File: src/rtl/regression_sequencer.sv
// Top-level phase sequencer for the linear-regression engine: accumulation pass,
// coefficient handshake, then error pass over the sample memory.
module regression_sequencer #(
  parameter int N_SAMPLES = 150,
  parameter int ADDR_W    = 8
) (
  input  logic              clk,
  input  logic              rst,
  input  logic              start,
  input  logic              coeff_done,
  output logic [ADDR_W-1:0] mem_addr,
  output logic              mem_rd,
  output logic              acc_clr,
  output logic              acc_ld,
  output logic              coeff_start,
  output logic              err_ld,
  output logic              busy,
  output logic              done
);

  typedef enum logic [3:0] {
    IDLE,
    CLR,
    LOAD,
    LOAD_DRAIN,
    C_START,
    C_BUSY,
    C_WAIT,
    ERR,
    ERR_DRAIN,
    FIN
  } state_t;

  localparam logic [ADDR_W-1:0] LAST_ADDR = ADDR_W'(N_SAMPLES - 1);

  state_t            state_q, state_d;
  logic [ADDR_W-1:0] cnt_q, cnt_d;
  logic              rd_q, rd_d;

  always_ff @(posedge clk or posedge rst) begin
    if (rst) begin
      state_q <= IDLE;
      cnt_q   <= '0;
      rd_q    <= 1'b0;
    end else begin
      state_q <= state_d;
      cnt_q   <= cnt_d;
      rd_q    <= rd_d;
    end
  end

  always_comb begin
    state_d = state_q;
    cnt_d   = cnt_q;
    unique case (state_q)
      IDLE: if (start) state_d = CLR;
      CLR: begin
        cnt_d   = '0;
        state_d = LOAD;
      end
      LOAD, ERR: begin
        // Explicit return to 0 keeps N_SAMPLES = 2^ADDR_W from relying on wrap.
        if (cnt_q == LAST_ADDR) begin
          cnt_d   = '0;
          state_d = (state_q == LOAD) ? LOAD_DRAIN : ERR_DRAIN;
        end else begin
          cnt_d = cnt_q + ADDR_W'(1);
        end
      end
      LOAD_DRAIN: state_d = C_START;
      C_START:    state_d = C_BUSY;
      C_BUSY:     if (!coeff_done) state_d = C_WAIT;
      C_WAIT:     if (coeff_done) state_d = ERR;
      ERR_DRAIN:  state_d = FIN;
      FIN:        state_d = IDLE;
      default:    state_d = IDLE;
    endcase
  end

  // Read data lands one cycle after the strobe, so loads are qualified by rd_q.
  assign rd_d        = mem_rd;
  assign mem_rd      = (state_q == LOAD) || (state_q == ERR);
  assign mem_addr    = cnt_q;
  assign acc_clr     = (state_q == CLR);
  assign acc_ld      = rd_q && ((state_q == LOAD) || (state_q == LOAD_DRAIN));
  assign err_ld      = rd_q && ((state_q == ERR) || (state_q == ERR_DRAIN));
  assign coeff_start = (state_q == C_START);
  assign busy        = (state_q != IDLE);
  assign done        = (state_q == FIN);

endmodule

File: config.mk
export PLATFORM = sky130hd
export DESIGN_NAME = regression_sequencer
export DESIGN_NICKNAME = d
export VERILOG_FILES = /design/src/rtl/regression_sequencer.sv
export SDC_FILE = /design/constraint.sdc
export NUM_CORES = 1
export LEC_CHECK = 0
export CAP_MARGIN = 0
export CORE_MARGIN = 8
export CORE_UTILIZATION = 53
export DETAILED_ROUTE_END_ITERATION = 6
export MAX_ROUTING_LAYER = met4
export PLACE_DENSITY = 0.83
export SLEW_MARGIN = 10
export SYNTH_ARGS = -nofsm -noshare
export SYNTH_HDL_FRONTEND = slang
export SYNTH_SLANG_ARGS = --single-unit
File: constraint.sdc
create_clock -name clk -period 5.1 [get_ports clk]
set_clock_uncertainty 0.15 [all_clocks]
set_input_delay 0.51 -clock clk [delete_from_list [all_inputs] [get_ports clk]]
set_output_delay 0.51 -clock clk [all_outputs]
set_load 0.02 [all_outputs]
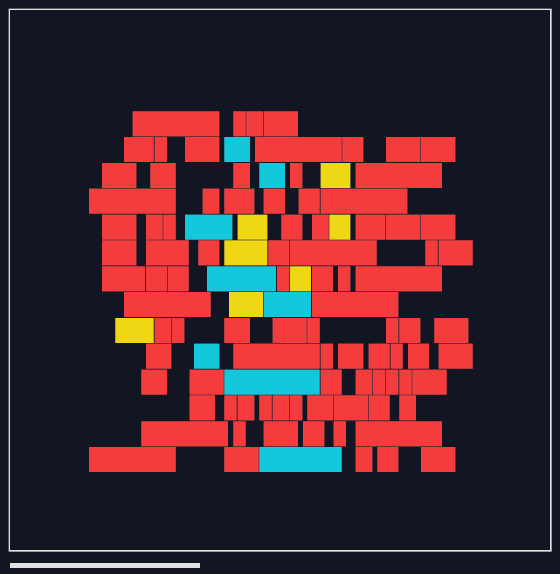
Figure 1: cell sizes after repair.
The bar under the picture is 20 µm long.
Key: _3 and _4 cells = cyan [cells 8, share 7.5%]; _2 cells = yellow [cells 7, share 6.6%]; _0 and _1 cells = red [cells 91, share 86%]

==> reports/summary.txt <==
Mapped Area - 885 µm²
syn_area_per_cell - 9.83 µm²
unrepaired setup endpoints after global routing - no
Largest register FFs - 8
MI comb cells - 65
Reg2Reg Setup Slack - 2.90 ns
Largest logic family - simple AND/OR/NAND/NOR gates
busiest grt layer - met2
minimum clock period - 2.67 ns
tap cells - 16
hold-fix buffers at CTS - 0
row count - 14
critical path's largest stage delay - 0.65 ns
Initial Util - 0.574
H-tree levels - 1
ao+oa area frac - 0.194
Yosys chip area - 885 µm²
GRT Util Overall - 0.128
Synth Area in Adders - 0.0283
Final Non-Filler Cells - 122
Worst Reg-to-Reg Cells - 5
critical path buffer and inverter count - 1
Die Span X - 56.9 µm
Reg-to-Reg End - state_q[0]
Reg area - 325 µm²
met3 WL - 92 µm
Area leader share - 0.368
Hold Vio Cnt, Final - 0
overall power - 0.000696 W
Routed WL - 1940 µm
switching part of the total - 0.483
total grt overflow - 0
pre-CTS setup slack - 2.75 ns
DRC viols - 0
Inserted Diodes - 0
die height - 56.9 µm
WP data required - 4.44 ns
clock slew at the register clock pins of the worst setup and hold paths - 0.09 ns
count leader, synth - dfrtp_1
Hold WC Path Type - in -> async
placed inst area - 1030 µm²
number of enable flip-flop cells - 0
fraction of layout cells with a size suffix above 1 - 0.142
status - complete, no violations
Yosys reg bits - 13
vias in the first global route - 701
Setup crit end kind - primary output
Layout non-clock buf frac - 0.171
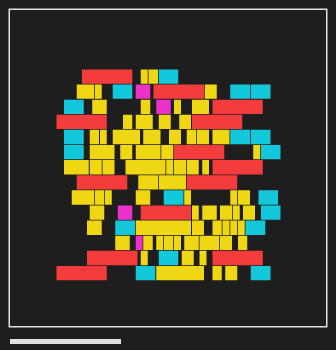
Figure 2: cells colored by class.
The bar under the picture is 20 µm long.
Key: flops = red [cells 13, share of their area 31%]; other buffers and delay cells = cyan [cells 18, share of their area 17%]; combinational and other logic = yellow [cells 71, share of their area 49%]; clock drivers and dummy loads = magenta [cells 4, share of their area 2.5%]

No activity file was given, so power comes from the tool's default toggle rates.
